<file path="config.mk">
export PLATFORM = sky130hd
export DESIGN_NAME = leb128_decoder
export DESIGN_NICKNAME = d
export VERILOG_FILES = /design/src/rtl/leb128_decoder.sv
export SDC_FILE = /design/constraint.sdc
export NUM_CORES = 1
export LEC_CHECK = 0
export CAP_MARGIN = 40
export CORE_ASPECT_RATIO = 0.75
export CORE_MARGIN = 2
export CORE_UTILIZATION = 50
export DETAILED_ROUTE_END_ITERATION = 16
export PLACE_DENSITY = 0.77
export REMOVE_ABC_BUFFERS = 1
export SLEW_MARGIN = 20
export SYNTH_ARGS = -nofsm -noshare
export SYNTH_HDL_FRONTEND = slang
export SYNTH_SLANG_ARGS = --single-unit
</file>
<file path="constraint.sdc">
create_clock -name clk -period 3.4 [get_ports clk]
set_input_delay 0.68 -clock clk [delete_from_list [all_inputs] [get_ports clk]]
set_output_delay 0.68 -clock clk [all_outputs]
set_load 0.02 [all_outputs]
</file>
<file path="src/rtl/leb128_decoder.sv">
// Byte-serial LEB128 decoder for varuint32/varint32/varuint64/varint64 immediates.
// Optional macro LEB128_STRICT_EN rejects unused payload bits in the last byte of a maximum-length encoding.
module leb128_decoder #(
  parameter int MAX_BYTES32 = 5,
  parameter int MAX_BYTES64 = 10
) (
  input  logic        clk,
  input  logic        reset,
  input  logic        start,
  input  logic        is_signed,
  input  logic        is_64,
  input  logic [7:0]  byte_in,
  input  logic        byte_valid,
  output logic        byte_ready,
  output logic [63:0] value,
  output logic [3:0]  length,
  output logic        value_valid,
  output logic        busy,
  output logic        error
);

  typedef enum logic [1:0] {IDLE, DECODE, DONE, ERROR} state_t;

  state_t      state, next_state;
  logic [63:0] acc, acc_next, ext_value, final_value;
  logic [6:0]  shift, shift_next;
  logic [3:0]  length_next, max_len;
  logic        sgn_q, w64_q, err_q;
  logic        accept, overflow, strict_bad;

  assign accept = (state == DECODE) && byte_valid;

  // Payload bits beyond bit 63 fall off the 64-bit shift; sign fill covers [width-1:s].
  always_comb begin
    acc_next    = acc | ({57'd0, byte_in[6:0]} << shift);
    shift_next  = shift + 7'd7;
    length_next = length + 4'd1;
    max_len     = w64_q ? 4'(MAX_BYTES64) : 4'(MAX_BYTES32);
    overflow    = byte_in[7] && (length_next == max_len);
    ext_value   = acc_next;
    if (sgn_q && byte_in[6] && (shift_next < (w64_q ? 7'd64 : 7'd32)))
      ext_value = acc_next | (~64'd0 << shift_next);
    if (w64_q)
      final_value = ext_value;
    else if (sgn_q)
      final_value = {{32{ext_value[31]}}, ext_value[31:0]};
    else
      final_value = {32'd0, ext_value[31:0]};
  end

`ifdef LEB128_STRICT_EN
  always_comb begin
    strict_bad = 1'b0;
    if (!byte_in[7] && (length_next == max_len)) begin
      case ({w64_q, sgn_q})
        2'b00:   strict_bad = (byte_in[6:4] != 3'd0);
        2'b01:   strict_bad = (byte_in[6:3] != 4'h0) && (byte_in[6:3] != 4'hF);
        2'b10:   strict_bad = (byte_in[6:1] != 6'd0);
        default: strict_bad = (byte_in[6:0] != 7'h00) && (byte_in[6:0] != 7'h7F);
      endcase
    end
  end
`else
  assign strict_bad = 1'b0;
`endif

  always_ff @(posedge clk) begin
    if (!reset)
      state <= IDLE;
    else
      state <= next_state;
  end

  always_comb begin
    next_state = state;
    case (state)
      IDLE:   if (start) next_state = DECODE;
      DECODE: begin
        if (accept) begin
          if (!byte_in[7])
            next_state = strict_bad ? ERROR : DONE;
          else if (overflow)
            next_state = ERROR;
        end
      end
      DONE:    next_state = IDLE;
      ERROR:   next_state = IDLE;
      default: next_state = IDLE;
    endcase
  end

  always_comb begin
    byte_ready  = (state == DECODE);
    busy        = (state != IDLE);
    value_valid = (state == DONE);
    error       = err_q;
  end

  // Datapath: decode context is latched on start; value is written only when a decode ends.
  always_ff @(posedge clk) begin
    if (!reset) begin
      acc    <= 64'd0;
      shift  <= 7'd0;
      length <= 4'd0;
      value  <= 64'd0;
      sgn_q  <= 1'b0;
      w64_q  <= 1'b0;
      err_q  <= 1'b0;
    end else begin
      case (state)
        IDLE: begin
          if (start) begin
            sgn_q  <= is_signed;
            w64_q  <= is_64;
            acc    <= 64'd0;
            shift  <= 7'd0;
            length <= 4'd0;
            err_q  <= 1'b0;
          end
        end
        DECODE: begin
          if (accept) begin
            acc    <= acc_next;
            shift  <= shift_next;
            length <= length_next;
            if (next_state == DONE) begin
              value <= final_value;
            end else if (next_state == ERROR) begin
              value <= 64'd0;
              err_q <= 1'b1;
            end
          end
        end
        default: ;
      endcase
    end
  end

endmodule
</file>
==> results_dict.tcl, run 1 <==
# yosys + openroad results
set metrics [dict create \
    clk_latency_ps 430 \
    hold_path.startpoint "value[29]" \
    cts-root-buf "clkbuf_16" \
    cts_made_buffers 17 \
    nonClkBufAreaFrac_pct 14.4 \
    yosysMostFrequentCell "dfxtp_1" \
    synth_flops 144 \
    seq_area_um2 2880 \
    mi_logic_area_um2 4230 \
    r2r_start "shift[0]" \
    report.final.hold_viol_count 0 \
    synth-async-reset-ratio_pct 0 \
    layout_top_cell "dfxtp_1" \
    antenna_left 0 \
    first_global_vias 7001 \
    finalSetupViolations 0 \
    hp-class "register to register" \
    syn_area_per_cell_um2 8.44 \
    synth_adder_area_share_pct 1.01 \
    powerDensity_nw_per_um2 460 \
    swShare_pct 27.4 \
    lay_top_cells "dfxtp_1 (144), nor2_1 (99), nand2_1 (92), clkdlybuf4s50_1 (85), a22oi_1 (62)" \
    inv_count 15 \
    largest_area_cell "dfxtp_1" \
    cp.required_ps 3740 \
    worst_slew_pin_slew_ps 860 \
    largestClassByArea "combinational gates" \
    nClkBuffers 18 \
    coreArea_um2 14500 \
    pin_count 86 \
    intPower_uw 3140 \
    seq_share_pct 30.6 \
    ff2ff_path_depth 14 \
    worst-path-stages 14 \
    topCellsByArea "dfxtp_1 (39%), a22oi_1 (6.3%), nor2_1 (5.0%)" \
    taps 200 \
    startpoint "shift[0]" \
    dieArea_um2 15900 \
    power_leader "the clock network" \
    path_class "register to register" \
    status "finished clean" \
    drv_slew 0 \
    vdd_drop_max_v 0.000365 \
    switching_power_uw 1190 \
    floorplan.core_util_pct 51.3 \
    grt_pass1_wl_mm 39.8 \
    crit_end "value[33]" \
    synth_seq_share_pct 38.7 \
    arrival_ps 3540 \
    p_clk_share_pct 47.6 \
    final_nets 988 \
    pwr-share-seq_pct 39.5 \
    htree_num_levels 4 \
    antenna_found_initial 0 \
    logic_gate_count 650 \
    nNonClkBuffers 140 \
    layout_setup_ws_ps 198 \
    vias_per_cell 6.50 \
    ys_dominant_reg_cell "dfxtp_1" \
    timing.setup.tns_ps 0 \
    combPwrFrac_pct 12.9 \
    cp.buffers_inverters 3 \
    p_leak_uw 0.00328 \
    slowest_stage "nor4b_2" \
    cp-end-kind "register" \
    rsz0062_at_grt "yes" \
    cts_tree "built" \
    rrSetupSlack_ps 200 \
    cap_violations 0 \
    fill_cells 1227 \
    reg2reg_to "value[33]" \
    grt_overflow 0 \
    warnings 28 \
    dp_hpwl_mm 17.6 \
    fp.dieH_um 110 \
    final_area_um2 9410 \
    drtIter0Drc 952 \
    slew_headroom_pct 42.4 \
    clk_pin_slew_ps 60 \
    slowest_delay_ps 390 \
    synth.distinct_cells 80 \
    fin_crit_ps 3200 \
    row_count 38 \
    yosys-top-cells-count "dfxtp_1 (144), nor2_1 (100), nand2_1 (93)" \
    place_area_um2 8690 \
    clock_sinks 144 \
    crit_chain "clkinv_1 > ha_1 > nor2b_2 > o21ai_2 > nand2_1 > ha_1 > nand3b_1 > nor4b_2 > o22ai_4 > buf_4 > nor3_4 > buf_4 > a21boi_1 > a221oi_2" \
    hold_buffers 0 \
    synthXorXnorAreaFrac_pct 0.471 \
    comb-cell-share_pct 44.9 \
    p_comb_uw 558 \
    place_congestion 1.00 \
    clock_area_share_pct 6.82 \
    yosysCellCount 881 \
    pre_cts_ws_ps 132 \
    hold_depth 2 \
    port_buffers 85 \
    yosys.area_share.simple_pct 21.1 \
    top_logic_kind "AND-OR/OR-AND gates" \
    areaGrowthSynthToFinish_pct 26.5 \
    fin_skew_ps 11.1 \
    synth-edff-count 0 \
    grt_usage_pct 33.2 \
    crit_fanout 10 \
    synthCells 881 \
    fmax_ghz 0.312 \
    cts_buffer_depth 2 \
    p_clk_uw 2060 \
    drt-wirelength-per-cell_um 21.9 \
    grt_max_degree 52 \
    syn-cell-area_um2 7440 \
    yosysChipArea_um2 7440 \
    reg.largest.list "acc: 64 flops, value: 64 flops, shift: 7 flops" \
    startpoint_type "register" \
    flops 144 \
    whs_endpoint "value[29]" \
    compound_area_share_pct 30.8 \
    drive_gt1_share_pct 14.6 \
    antenna_cells 0 \
    die_w_um 145 \
    synthMuxAreaShare_pct 2.54 \
    fin_crit_sh_pct 94.2 \
    synth_warnings 0 \
]
-- run 1: per-stage QoR --
stage          cells  total power (uW)  hold WS [ps]  util (%)
3_5_place_dp    1145              2280           443      59.9
4_1_cts         1176              4300           457      64.3
5_1_grt         1180              4450           480      64.9
6_report        1180              4330           454      64.9
2_1_floorplan    809              2050           462         -
3_3_place_gp    1143              2270           440      59.8
-- run 1: per-layer routing --
layer / track usage [%] / up-vias / wire length [um]
met5: 0 / - / 0
met4: 9.85 / 0 / 565
met3: 10.8 / 72 / 3220
met2: 47.5 / 495 / 10800
met1: 47.4 / 3626 / 11300
li1: - / 3474 / -
-- run 1: repair_timing --
action | in CTS | in global routing
setup buffers | 0 | 3
gates resized | 0 | 10
setup endpoints to repair | 0 | 34
run_1/layer_met1.png
Scale: 2 px per um. Supply wires on this layer in gray.
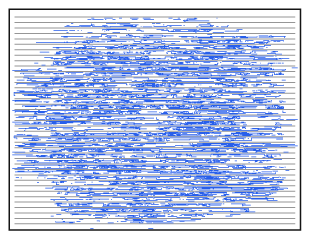
share of all routed wire	44%
longest straight run	78.2 um
Routed WL: 25.9 mm
routing usage on met1: 47.4%
Via Count: 7667

run_1/layer_met2.png
Scale: 2 px per um. Cells faint in the background.
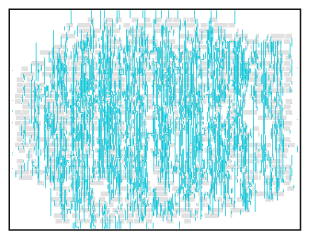
wire length on this layer	10800 um
longest straight run	44.0 um
main direction	vertical
share of all routed wire	42%
met2 Use GR: 47.5%

run_1/layer_met3.png
Scale: 2 px per um.
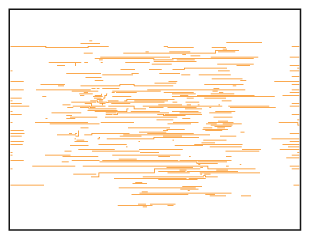
longest straight run	62.3 um
nets with wire on the layer	188
met3 track demand over resource: 10.8%

==> run 2, diff against run 1 <==
--- a/config.mk
+++ b/config.mk
@@ -10,6 +10,7 @@
 export CORE_MARGIN = 2
 export CORE_UTILIZATION = 50
 export DETAILED_ROUTE_END_ITERATION = 16
+export GPL_ROUTABILITY_DRIVEN = 1
 export PLACE_DENSITY = 0.77
 export REMOVE_ABC_BUFFERS = 1
 export SLEW_MARGIN = 20
run_2/layer_met3.png
Scale: 2 px per um.
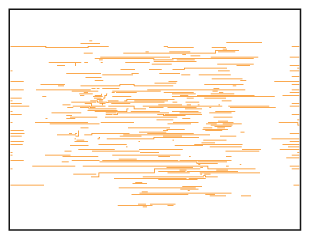
nets with wire on the layer	188
longest straight run	62.3 um
wire length on this layer	3220 um
main direction	horizontal
share of all routed wire	12%

run_2/layer_met1.png
Scale: 2 px per um. Supply wires on this layer in gray.
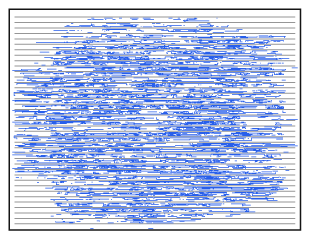
main direction	horizontal
longest straight run	78.2 um
share of all routed wire	44%

==> run 2 against run 1 <==
  * Clock power is essentially flat
  * Core utilization is the same
  * Register-to-register slack is essentially flat
  * Routed wire length is the same
  * Final cell count is the same
==> results_dict.tcl, run 2 <==
# yosys + openroad results
set metrics [dict create \
    synth_seq_share_pct 38.7 \
    first_global_vias 7001 \
    hold_buffers 0 \
    synth-async-reset-ratio_pct 0 \
    synth_adder_area_share_pct 1.01 \
    drv_slew 0 \
    timing.setup.tns_ps 0 \
    worst-path-stages 14 \
    hold_depth 2 \
    r2r_start "shift[0]" \
    use_met2_pct 47.5 \
    grt_overflow 0 \
    fin_skew_ps 11.1 \
    synth_warnings 0 \
    postCtsSetupBuffers 0 \
    p_leak_uw 0.00328 \
    yosysMostFrequentCell "dfxtp_1" \
    crit_fanout 10 \
    cts_tree "built" \
    clock_sinks 144 \
    vdd_drop_max_v 0.000365 \
    reg2reg_to "value[33]" \
    grt_max_degree 52 \
    vias_per_cell 6.50 \
    yosysChipArea_um2 7440 \
    clk_pin_slew_ps 60 \
    cts-root-buf "clkbuf_16" \
    hp-class "register to register" \
    fin_crit_sh_pct 94.2 \
    swShare_pct 27.4 \
    synth-edff-count 0 \
    switching_power_uw 1190 \
    ys_dominant_reg_cell "dfxtp_1" \
    pin_count 86 \
    drt-wirelength-per-cell_um 21.9 \
    wl_mm 25.9 \
    synth.distinct_cells 80 \
    whs_endpoint "value[29]" \
    cts_made_buffers 17 \
    final_cells 1180 \
    p_clk_uw 2060 \
    fp.dieH_um 110 \
    lay_top_cells "dfxtp_1 (144), nor2_1 (99), nand2_1 (92), clkdlybuf4s50_1 (85), a22oi_1 (62)" \
    final_nets 988 \
    cap_violations 0 \
    yosys.area_share.simple_pct 21.1 \
    status "finished clean" \
    die_w_um 145 \
    place_area_um2 8690 \
    p_total_uw 4330 \
    compound_area_share_pct 30.8 \
    p_comb_uw 558 \
    met3_usage_pct 10.8 \
    antenna_left 0 \
    port_buffers 85 \
    ff2ff_path_depth 14 \
    antenna_cells 0 \
    whs_ps 454 \
    utilization_pct 64.9 \
    report.final.hold_viol_count 0 \
    place_inst 1145 \
    fmax_ghz 0.312 \
    reg.largest.list "acc: 64 flops, value: 64 flops, shift: 7 flops" \
    wl_met3_mm 3.22 \
    dieArea_um2 15900 \
    combPwrFrac_pct 12.9 \
    drtIter0Drc 952 \
    rrSetupSlack_ps 200 \
    layout_setup_ws_ps 198 \
    top_logic_kind "AND-OR/OR-AND gates" \
    synthXorXnorAreaFrac_pct 0.471 \
    intPower_uw 3140 \
    final_area_um2 9410 \
    fin_crit_ps 3200 \
    dp_hpwl_mm 17.6 \
    crit_chain "clkinv_1 > ha_1 > nor2b_2 > o21ai_2 > nand2_1 > ha_1 > nand3b_1 > nor4b_2 > o22ai_4 > buf_4 > nor3_4 > buf_4 > a21boi_1 > a221oi_2" \
    coreArea_um2 14500 \
    top_layer_used "met4" \
    synthMuxAreaShare_pct 2.54 \
    cp.buffers_inverters 3 \
    ctsResizeCount 0 \
    grt_pass1_wl_mm 39.8 \
    drive_gt1_share_pct 14.6 \
    yosysCellCount 881 \
    power_leader "the clock network" \
    cp.required_ps 3740 \
    antenna_found_initial 0 \
    path_class "register to register" \
    synthCells 881 \
    grt_usage_pct 33.2 \
    p_clk_share_pct 47.6 \
]
run 2: cells by family after synthesis:
logic type	after synthesis
xor+xnor	4
compound gates	304
simple gates	318
mux	18
fa+ha+maj	6
buf+inv	87
flops	144
run 2: final cells by class:
class | count | area, um2
Inverter | 15 | 57.6
Clock buffer | 18 | 439
Fill cell | 1227 | 5090
Tap cell | 200 | 250
Clock inverter | 13 | 203
Timing Repair Buffer | 140 | 1350
Sequential cell | 144 | 2880
Multi-Input combinational cell | 650 | 4230
run 2: how the worst max path moves through the flow:
stage	to	slack [ps]	from
finish	value[33]	200	shift[0]
global route	value[33]	-30	shift[0]
CTS	value[33]	100	shift[1]
detailed placement	value[33]	130	shift[1]
global placement	value[62]	230	byte_in[6]
floorplan	value[44]	-700	shift[0]
No activity file was given, so power comes from the tool's default toggle rates.
